Run 1, placement view:
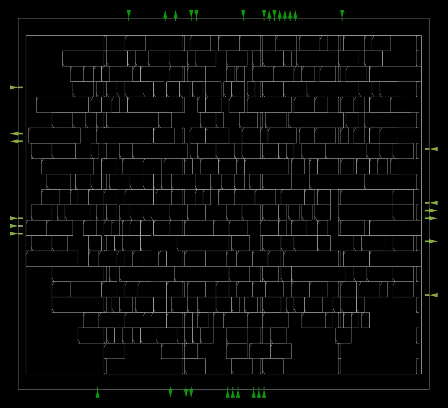
Run 1, signal metal coverage by tile:
The die is cut into 15 by 13 equal tiles; dark blue is low, red is high, scaled to the fullest tile. Values are wire area over tile area, all layers added.
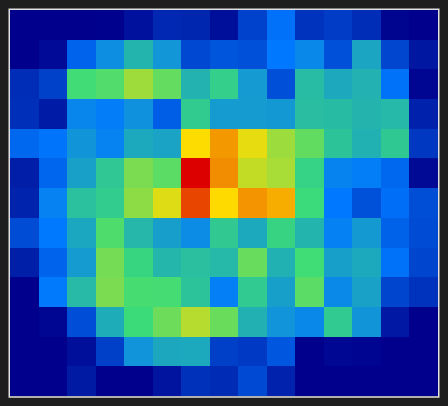
Run 1, cell sizes after repair:
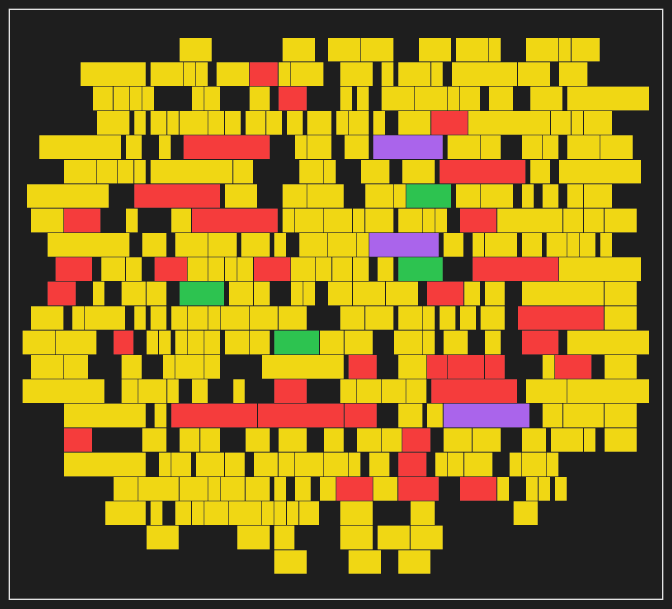
Run 1, clock wires, drivers and flops:
The bar under the picture is 20 um long.
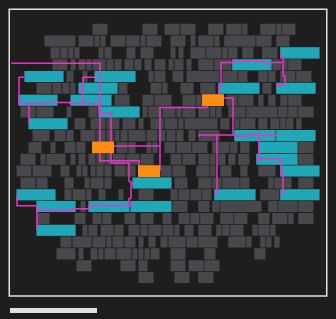
==> config.mk <==
export PLATFORM = sky130hd
export DESIGN_NAME = router_alloc_3port
export DESIGN_NICKNAME = d
export VERILOG_FILES = /design/src/rtl/router_alloc_3port.sv
export SDC_FILE = /design/constraint.sdc
export NUM_CORES = 1
export LEC_CHECK = 0
export CORE_ASPECT_RATIO = 0.9
export CORE_UTILIZATION = 56
export DETAILED_ROUTE_END_ITERATION = 10
export PLACE_DENSITY = 0.9
export SKIP_LAST_GASP = 1
export SYNTH_ARGS = -nofsm -noshare
export SYNTH_HDL_FRONTEND = slang
export SYNTH_SLANG_ARGS = --single-unit
export TNS_END_PERCENT = 5
==> constraint.sdc <==
create_clock -name clk -period 4.4 [get_ports clk]
set_input_delay 0.88 -clock clk [delete_from_list [all_inputs] [get_ports clk]]
set_output_delay 0.88 -clock clk [all_outputs]
set_load 0.005 [all_outputs]
==> impl_metrics.ini, run 1 <==
; implementation run metrics
[grt]
use_met3_pct = 5.37
grt_max_degree = 25
grt_busiest_layer = met2

[cells_and_area]
largest_reg_flops = 9
clockBufferCount = 4
seq_share_pct = 21.0
drive_above_1_share_pct = 12.6
fin_nets = 356

[die]
fp_util_pct = 60.2
tap_cells = 60
num_io_pins = 36

[power_and_ir_drop]
largestPowerGroup = combinational cells
power.internal_mw = 0.876
p_per_area_mw_per_mm2 = 541

[flow_run]
maxCapViolCount = 0

[status]
outcome = completed

[logic_synthesis]
ys.flops = 24

[place]
gp_congestion = 0.984

[sta]
period_used_pct = 91.1
max_slew.worst_pin.slew_ns = 1.09

[routing]
num_vias = 2413
-- 'placement view' (at the start) --
flop count: 24
Std-Cell Rows: 22

-- 'signal metal coverage by tile' (at the start) --
- mean over tiles: 0.20
- densest ninth of the die: middle
- tiles over half the peak: 16%
- fullest tile: 0.67
- emptiest ninth of the die: bottom right
- nearly empty tiles: 14%
All-Layer GR Usage: 26.5%
wire length per cell: 15.1 um
final WL: 5830 um

-- 'cell sizes after repair' (at the start) --
- red: _2 cells (cells 34; share 10%)
- green: _6 and larger (cells 4; share 1.2%)
- purple: _3 and _4 cells (cells 3; share 0.92%)
- yellow: _0 and _1 cells (cells 284; share 87%)
layout overhead on the synthesized area: 15.8%
Final WS setup: 0.394 ns
Design Area, Final: 0.00292 sq mm
Non-clk bufs: 35

-- 'clock wires, drivers and flops' (at the start) --
- orange: clock drivers (count 3)
- cyan: flip-flops (count 24)
- magenta: clock wires (length 308 um)
- routed clock nets: 4
Clock Power: 0.151 mW
skew final: 0.00187 ns

==> run 2, diff against run 1 <==
--- a/config.mk
+++ b/config.mk
@@ -6,6 +6,7 @@
 export NUM_CORES = 1
 export LEC_CHECK = 0
 export CORE_ASPECT_RATIO = 0.9
+export CORE_MARGIN = 2
 export CORE_UTILIZATION = 56
 export DETAILED_ROUTE_END_ITERATION = 10
 export PLACE_DENSITY = 0.9
@@ -13,4 +14,4 @@
 export SYNTH_ARGS = -nofsm -noshare
 export SYNTH_HDL_FRONTEND = slang
 export SYNTH_SLANG_ARGS = --single-unit
-export TNS_END_PERCENT = 5
+export TNS_END_PERCENT = 50
Run 2, sequential cells grouped by signal name:
The bar under the picture is 20 um long. Other sequential cells in the stronger grey, the rest of the logic in the fainter grey.
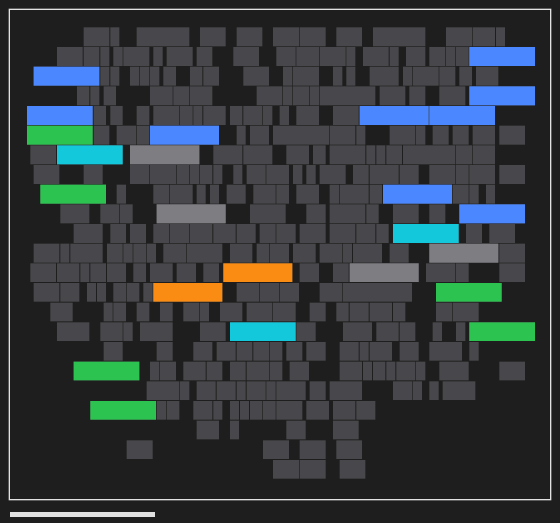
- cyan: out_busy (placed flops 3)
- green: rr_q (placed flops 6)
- orange: out_sel0 (placed flops 2)
- blue: credit_q (placed flops 9)
- not coloured: 4
final core utilization: 66.8%
seq pwr: 0.518 mW
register area: 612 sq um
fraction of area in registers: 20.8%

Run 2, cell sizes after repair:
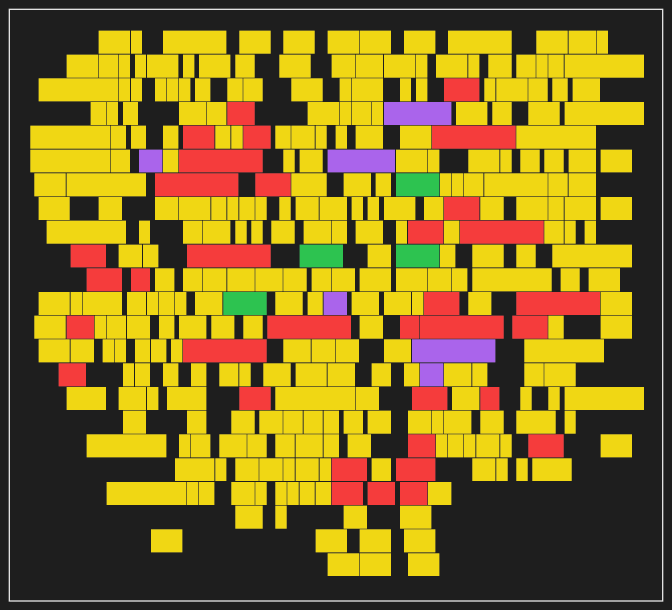
- purple: _3 and _4 cells (cells 6; share 1.8%)
- green: _6 and larger (cells 4; share 1.2%)
- red: _2 cells (cells 34; share 10%)
- yellow: _0 and _1 cells (cells 284; share 87%)
Non-clk bufs: 38
layout overhead on the synthesized area: 16.8%
Design Area, Final: 0.00294 sq mm

Run 2, placement view:
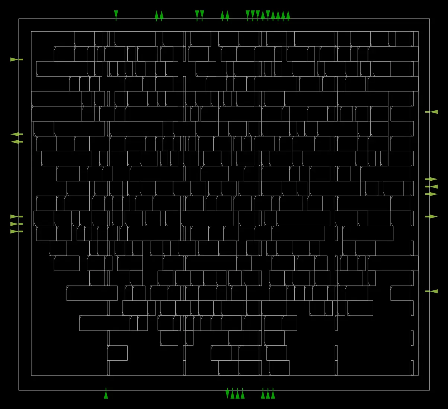
Core ar.: 0.00440 sq mm
Well Taps: 62
non-filler cells, final: 390
Std-Cell Rows: 23

==> run 2 against run 1 <==
Against the previous run:
- non-clock buffer count rose by 3
- setup slack improved by 0.023 ns
- global-route usage fell by 2.2 points
- highest routed layer unchanged
==> impl_metrics.ini, run 2 <==
; implementation run metrics
[power_and_ir_drop]
clk-power_mw = 0.152
p_per_area_mw_per_mm2 = 544
power.internal_mw = 0.884
largestPowerGroup = combinational cells
ir_drop_uv = 347
p_sw_mw = 0.715

[clock_network]
clock_sinks = 24
cts_tree = yes

[place]
placed_area_sq_mm = 0.00289
hpwl_um = 4600
gp_congestion = 0.938
post-place-cells = 386

[grt]
grt_max_degree = 21
use_met3_pct = 4.03
grt_busiest_layer = met2
grt_usage_pct = 24.3
grt-ovfl-total = 0

[die]
die_w_um = 74.7
num_io_pins = 36
fp_util_pct = 57.2

[routing]
drcViolationCount = 0
wl_per_cell_um = 15.4
wirelength_um = 6000
dr.pass1.iters = 4
num_vias = 2459

[cells_and_area]
clockBufferCount = 4
design.seq.count = 24
largest_reg_flops = 9
fin_nets = 359
final_cell_mix = clkdlybuf4s50_1 (35), inv_1 (24), nor2_1 (23)
drive_above_1_share_pct = 13.4

[logic_synthesis]
ys_area_sq_mm = 0.00252
ys.flops = 24
synth-edff-count = 0
ys_types = 66
postSynthSeqShare_pct = 24.3
synthArstFlopShare_pct = 100
yosys.cell_count.top_type = inv_1
synthAoiAreaFrac_pct = 26.6

[sta]
fmax_mhz = 251
period_used_pct = 90.5
max_slew.worst_pin.slew_ns = 0.913
hold_viol = 0
min_period_ns = 3.98
fin_ws_ns = 0.417
slew_headroom_pct = 39.0
clock_skew_ns = 0.00186

[flow_run]
maxCapViolCount = 0

[status]
outcome = completed
No activity file was given, so power comes from the tool's default toggle rates.
